[src/rtl/red_ctrl_pkg.sv]
// Shared types and step constants for the multi-cycle RED sequencer.
// The step indices select the adder operands and the result slice written at each step.
package red_ctrl_pkg;

  typedef enum logic [1:0] {
    IDLE = 2'd0,
    BUSY = 2'd1,
    DONE = 2'd2
  } state_e;

  localparam int         RED_STEPS = 7;
  localparam logic [2:0] STEP_LAST = 3'(RED_STEPS - 1);

  localparam logic [2:0] STEP_S0_LO  = 3'd0;
  localparam logic [2:0] STEP_S0_HI  = 3'd1;
  localparam logic [2:0] STEP_S1_LO  = 3'd2;
  localparam logic [2:0] STEP_S1_HI  = 3'd3;
  localparam logic [2:0] STEP_F_LO   = 3'd4;
  localparam logic [2:0] STEP_F_HI   = 3'd5;
  localparam logic [2:0] STEP_F_SIGN = 3'd6;

endpackage

[src/rtl/cla_adder_4bit.sv]
// 4-bit carry-lookahead adder: sum = a + b + cin, with carry out and signed overflow.
module cla_adder_4bit (
  input  logic [3:0] a,
  input  logic [3:0] b,
  input  logic       cin,
  output logic [3:0] sum,
  output logic       cout,
  output logic       ovfl
);

  logic [3:0] g;
  logic [3:0] p;
  logic [4:0] c;

  always_comb begin
    g    = a & b;
    p    = a ^ b;
    c[0] = cin;
    c[1] = g[0] | (p[0] & cin);
    c[2] = g[1] | (p[1] & g[0]) | (p[1] & p[0] & cin);
    c[3] = g[2] | (p[2] & g[1]) | (p[2] & p[1] & g[0]) | (p[2] & p[1] & p[0] & cin);
    c[4] = g[3] | (p[3] & g[2]) | (p[3] & p[2] & g[1]) | (p[3] & p[2] & p[1] & g[0])
         | (p[3] & p[2] & p[1] & p[0] & cin);
    sum  = p ^ c[3:0];
    cout = c[4];
    ovfl = c[4] ^ c[3];
  end

endmodule

[src/rtl/red_seq_ctrl.sv]
// RED reduction sequencer: one shared 4-bit adder stepped seven times per request,
// result is sign-extended bit 8 of ((a_lo + b_lo) + (a_hi + b_hi)).
//
// state | meaning
// IDLE  | req_ready high, waiting for an operand pair
// BUSY  | running adder steps 0..6, one per cycle
// DONE  | rsp_valid high, result held until rsp_ready
module red_seq_ctrl
  import red_ctrl_pkg::*;
#(
  parameter int TAG_W = 4
) (
  input  logic             clk,
  input  logic             rst_n,
  input  logic             flush,
  input  logic             req_valid,
  output logic             req_ready,
  input  logic [15:0]      req_a,
  input  logic [15:0]      req_b,
  input  logic [TAG_W-1:0] req_tag,
  output logic             rsp_valid,
  input  logic             rsp_ready,
  output logic [15:0]      rsp_data,
  output logic [TAG_W-1:0] rsp_tag,
  output logic             busy
);

  state_e           state_q, state_d;
  logic [2:0]       step_q, step_d;
  logic             c_q, c_d;
  logic [8:0]       s0_q, s0_d;
  logic [8:0]       s1_q, s1_d;
  logic [8:0]       f_q, f_d;  // f[9] is never needed, so it is not stored
  logic [15:0]      a_q, a_d;
  logic [15:0]      b_q, b_d;
  logic [TAG_W-1:0] tag_q, tag_d;
  logic [15:0]      rsp_data_q, rsp_data_d;
  logic [TAG_W-1:0] rsp_tag_q, rsp_tag_d;

  logic [3:0] add_x, add_y, add_sum;
  logic       add_cin, add_cout;

  cla_adder_4bit u_adder (
    .a    (add_x),
    .b    (add_y),
    .cin  (add_cin),
    .sum  (add_sum),
    .cout (add_cout),
    .ovfl ()
  );

  always_ff @(posedge clk or negedge rst_n) begin
    if (!rst_n) begin
      state_q    <= IDLE;
      step_q     <= 3'd0;
      c_q        <= 1'b0;
      s0_q       <= 9'd0;
      s1_q       <= 9'd0;
      f_q        <= 9'd0;
      a_q        <= 16'd0;
      b_q        <= 16'd0;
      tag_q      <= '0;
      rsp_data_q <= 16'd0;
      rsp_tag_q  <= '0;
    end else begin
      state_q    <= state_d;
      step_q     <= step_d;
      c_q        <= c_d;
      s0_q       <= s0_d;
      s1_q       <= s1_d;
      f_q        <= f_d;
      a_q        <= a_d;
      b_q        <= b_d;
      tag_q      <= tag_d;
      rsp_data_q <= rsp_data_d;
      rsp_tag_q  <= rsp_tag_d;
    end
  end

  always_comb begin
    state_d = state_q;
    case (state_q)
      IDLE: if (!flush && req_valid) state_d = BUSY;
      BUSY: begin
        if (flush)                    state_d = IDLE;
        else if (step_q == STEP_LAST) state_d = DONE;
      end
      DONE: if (flush || rsp_ready) state_d = IDLE;
      default: state_d = IDLE;
    endcase
  end

  always_comb begin
    req_ready = (state_q == IDLE);
    rsp_valid = (state_q == DONE);
    busy      = (state_q != IDLE);
    rsp_data  = rsp_data_q;
    rsp_tag   = rsp_tag_q;
  end

  always_comb begin
    add_x   = 4'd0;
    add_y   = 4'd0;
    add_cin = 1'b0;
    case (step_q)
      STEP_S0_LO:  begin add_x = a_q[3:0];   add_y = b_q[3:0];                 end
      STEP_S0_HI:  begin add_x = a_q[7:4];   add_y = b_q[7:4];   add_cin = c_q; end
      STEP_S1_LO:  begin add_x = a_q[11:8];  add_y = b_q[11:8];                end
      STEP_S1_HI:  begin add_x = a_q[15:12]; add_y = b_q[15:12]; add_cin = c_q; end
      STEP_F_LO:   begin add_x = s0_q[3:0];  add_y = s1_q[3:0];                end
      STEP_F_HI:   begin add_x = s0_q[7:4];  add_y = s1_q[7:4];  add_cin = c_q; end
      STEP_F_SIGN: begin
        add_x   = {3'b000, s0_q[8]};
        add_y   = {3'b000, s1_q[8]};
        add_cin = c_q;
      end
      default: ;
    endcase
  end

  always_comb begin
    step_d     = step_q;
    c_d        = c_q;
    s0_d       = s0_q;
    s1_d       = s1_q;
    f_d        = f_q;
    a_d        = a_q;
    b_d        = b_q;
    tag_d      = tag_q;
    rsp_data_d = rsp_data_q;
    rsp_tag_d  = rsp_tag_q;

    if (flush) begin
      step_d = 3'd0;
      c_d    = 1'b0;
    end else if (state_q == IDLE && req_valid) begin
      a_d    = req_a;
      b_d    = req_b;
      tag_d  = req_tag;
      step_d = 3'd0;
      c_d    = 1'b0;
    end else if (state_q == BUSY) begin
      if (step_q != STEP_LAST) step_d = step_q + 3'd1;
      case (step_q)
        STEP_S0_LO:  begin s0_d[3:0] = add_sum; c_d = add_cout; end
        STEP_S0_HI:  s0_d[8:4] = {add_cout, add_sum};
        STEP_S1_LO:  begin s1_d[3:0] = add_sum; c_d = add_cout; end
        STEP_S1_HI:  s1_d[8:4] = {add_cout, add_sum};
        STEP_F_LO:   begin f_d[3:0] = add_sum; c_d = add_cout; end
        STEP_F_HI:   begin f_d[7:4] = add_sum; c_d = add_cout; end
        STEP_F_SIGN: begin
          f_d[8]     = add_sum[0];
          rsp_data_d = {{7{add_sum[0]}}, add_sum[0], f_q[7:0]};
          rsp_tag_d  = tag_q;
        end
        default: ;
      endcase
    end
  end

endmodule

[config.mk]
export PLATFORM = sky130hd
export DESIGN_NAME = red_seq_ctrl
export DESIGN_NICKNAME = d
export VERILOG_FILES = /design/src/rtl/red_ctrl_pkg.sv /design/src/rtl/cla_adder_4bit.sv /design/src/rtl/red_seq_ctrl.sv
export SDC_FILE = /design/constraint.sdc
export NUM_CORES = 1
export LEC_CHECK = 0
export CAP_MARGIN = 20
export CORE_UTILIZATION = 45
export CTS_CLUSTER_SIZE = 25
export DETAILED_ROUTE_END_ITERATION = 12
export GPL_ROUTABILITY_DRIVEN = 0
export HOLD_SLACK_MARGIN = 0.05
export PLACE_DENSITY = 0.7
export SLEW_MARGIN = 20
export SYNTH_ARGS = -nofsm -noshare
export SYNTH_HDL_FRONTEND = slang
export SYNTH_SLANG_ARGS = --single-unit
export TNS_END_PERCENT = 5
[constraint.sdc]
create_clock -name clk -period 3.1 [get_ports clk]
set_input_delay 0.465 -clock clk [delete_from_list [all_inputs] [get_ports clk]]
set_output_delay 0.465 -clock clk [all_outputs]
set_load 0.005 [all_outputs]
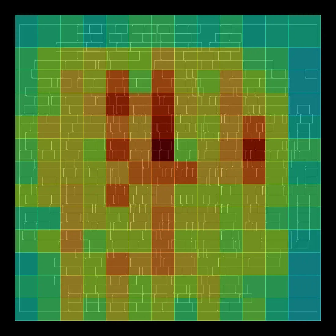
Figure 1: routing congestion map.
fin util: 60.0%
gr usage total: 19.6%
GRT Max-Usage Layer: met2
GR Util met3: 5.34%
GR Layer Usage met1: 27.0%

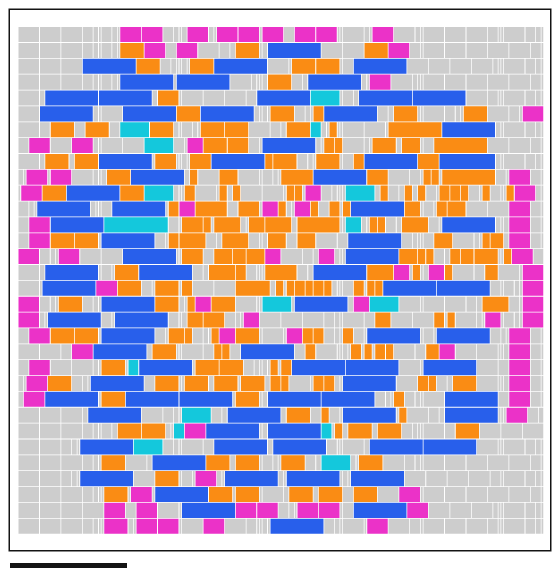
Figure 2: cell classes on the final placement.
The bar under the picture is 20 µm long. Fill, decap, tap and diode cells in gray.
- other buffers and delay cells: magenta (cells 79; share of their area 16%)
- flops: blue (cells 81; share of their area 44%)
- clock drivers and dummy loads: cyan (cells 16; share of their area 4.3%)
- combinational and other logic: orange (cells 191; share of their area 35%)

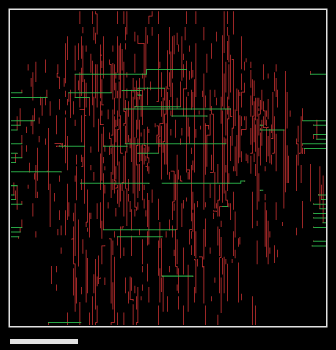
Figure 3: wiring by layer.
The bar under the picture is 20 µm long. Only two layers are drawn.
- metal 3: green (wire length 398 µm)
- metal 2: red (wire length 3560 µm)
Routed WL: 7500 µm
routed via count: 2527
routed len/inst: 16.0 µm

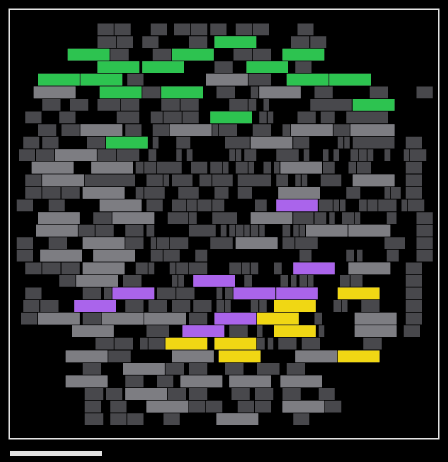
Figure 4: sequential cells grouped by signal name.
The bar under the picture is 20 µm long.
- f_q: yellow (flops 8)
- b_q: green (flops 16)
- s0_q: purple (flops 9)
- not colored: 48

-- report_power, final --
group | switching [mW] | total, mW | internal, mW
clock | 0.370 | 0.758 | 0.388
sequential | 0.111 | 1.35 | 1.24
combinational | 0.328 | 0.689 | 0.360
-- worst max-delay path: stages (launching register included) --
cell	delay (ps)
dfrtp_1	440
ha_1	230
ha_1	340
a222oi_1	380
nand2_1	100
ha_1	370
and4_1	210
a221oi_2	310
xor2_2	300
o21ai_1	110
-- routing by layer --
layer / track usage (%) / up-vias / share of wire [%]
li1: - / 1186 / -
met1: 27.0 / 1257 / 46
met2: 29.2 / 75 / 47
met3: 5.34 / 9 / 5.3
met4: 8.72 / 0 / 1.4
met5: 0 / - / 0
-- cells by family (layout without fill, tap and decap cells) --
| family | Yosys count | after routing | synth area share (%) |
|---|---|---|---|
| flip-flops | 81 | 81 | 54.9 |
| multiplexers | 68 | 68 | 20.7 |
| AND/OR/NAND/NOR | 56 | 56 | 6.74 |
| AND-OR/OR-AND | 46 | 46 | 9.01 |
| buffers and inverters | 25 | 102 | 3.93 |
| adder cells (fa/ha/maj) | 10 | 10 | 3.59 |
| XOR/XNOR | 4 | 4 | 1.15 |
-- per-stage QoR --
| step | worst slack, ps | utilization [%] |
|---|---|---|
| finish | 179 | 60.0 |
| detailed placement | 56.4 | 56.8 |
| global route | 14.7 | 60.0 |
| CTS | 55.4 | 59.3 |
| floorplan | 295 | - |
| global placement | 127 | 56.8 |
-- path summary, 6_finish.rpt --
path                            startpoint    endpoint  depth (start not counted)
worst min-delay path                 rst_n  rsp_tag[0]                          1
worst min register to register      f_q[4]      f_q[4]                          2
max in group asynchronous            rst_n   step_q[1]                          1
worst max-delay path             step_q[0]      f_q[3]                          9
worst max register to register   step_q[0]      f_q[3]                          9
min in group clk                    f_q[4]      f_q[4]                          2
==> out/metrics.csv <==
stage;metric;value;unit
clocking;post-cts sizing count;1;
synthesis;Registers, synthesis;81;
global_route;first-pass GRT wire length;12800;µm
clocking;Worst-path clk slew;80;ps
route;initial drt markers;225;
placement;Port Buf Inserts;63;
global_route;total grt overflow;0;
clocking;clk root buf;clkbuf_8;
floorplan;IO Pins;64;
sta;max-slew violations;0;
synthesis;Synthesis Warnings;0;
clocking;H-Tree Depth;3;
synthesis;commonest cells in the netlist;dfrtp_1, mux2_2, nand2_1;
layout;Fill cells;654;
sta;Final Cycle Share;94.2;%
sta;RSZ-0062 raised after global routing;false;
placement;Post-Place Cells;453;
layout;Final Instance Area;4710;µm²
clocking;clock sink count;81;
layout;multi-input gates;184;
floorplan;floorplan-stage core utilization;47.1;%
critical_path;Crit path required time;3340;ps
layout;register area;2030;µm²
layout;most instantiated logic cell after routing;dfrtp_1;
layout;layout cell share with drive strength beyond 1;27.0;%
route;ANT nets after route;0;
clocking;Late-Pin Clk Latency;350;ps
synthesis;Post-synth ARST share;100;%
critical_path;nature of the critical path endpoint;flop;
run_status;outcome;completed;
critical_path;Crit Path Class;reg -> reg;
floorplan;# rows;32;
route;DRC violations left;0;
layout;Non-clock buffers, area share;16.0;%
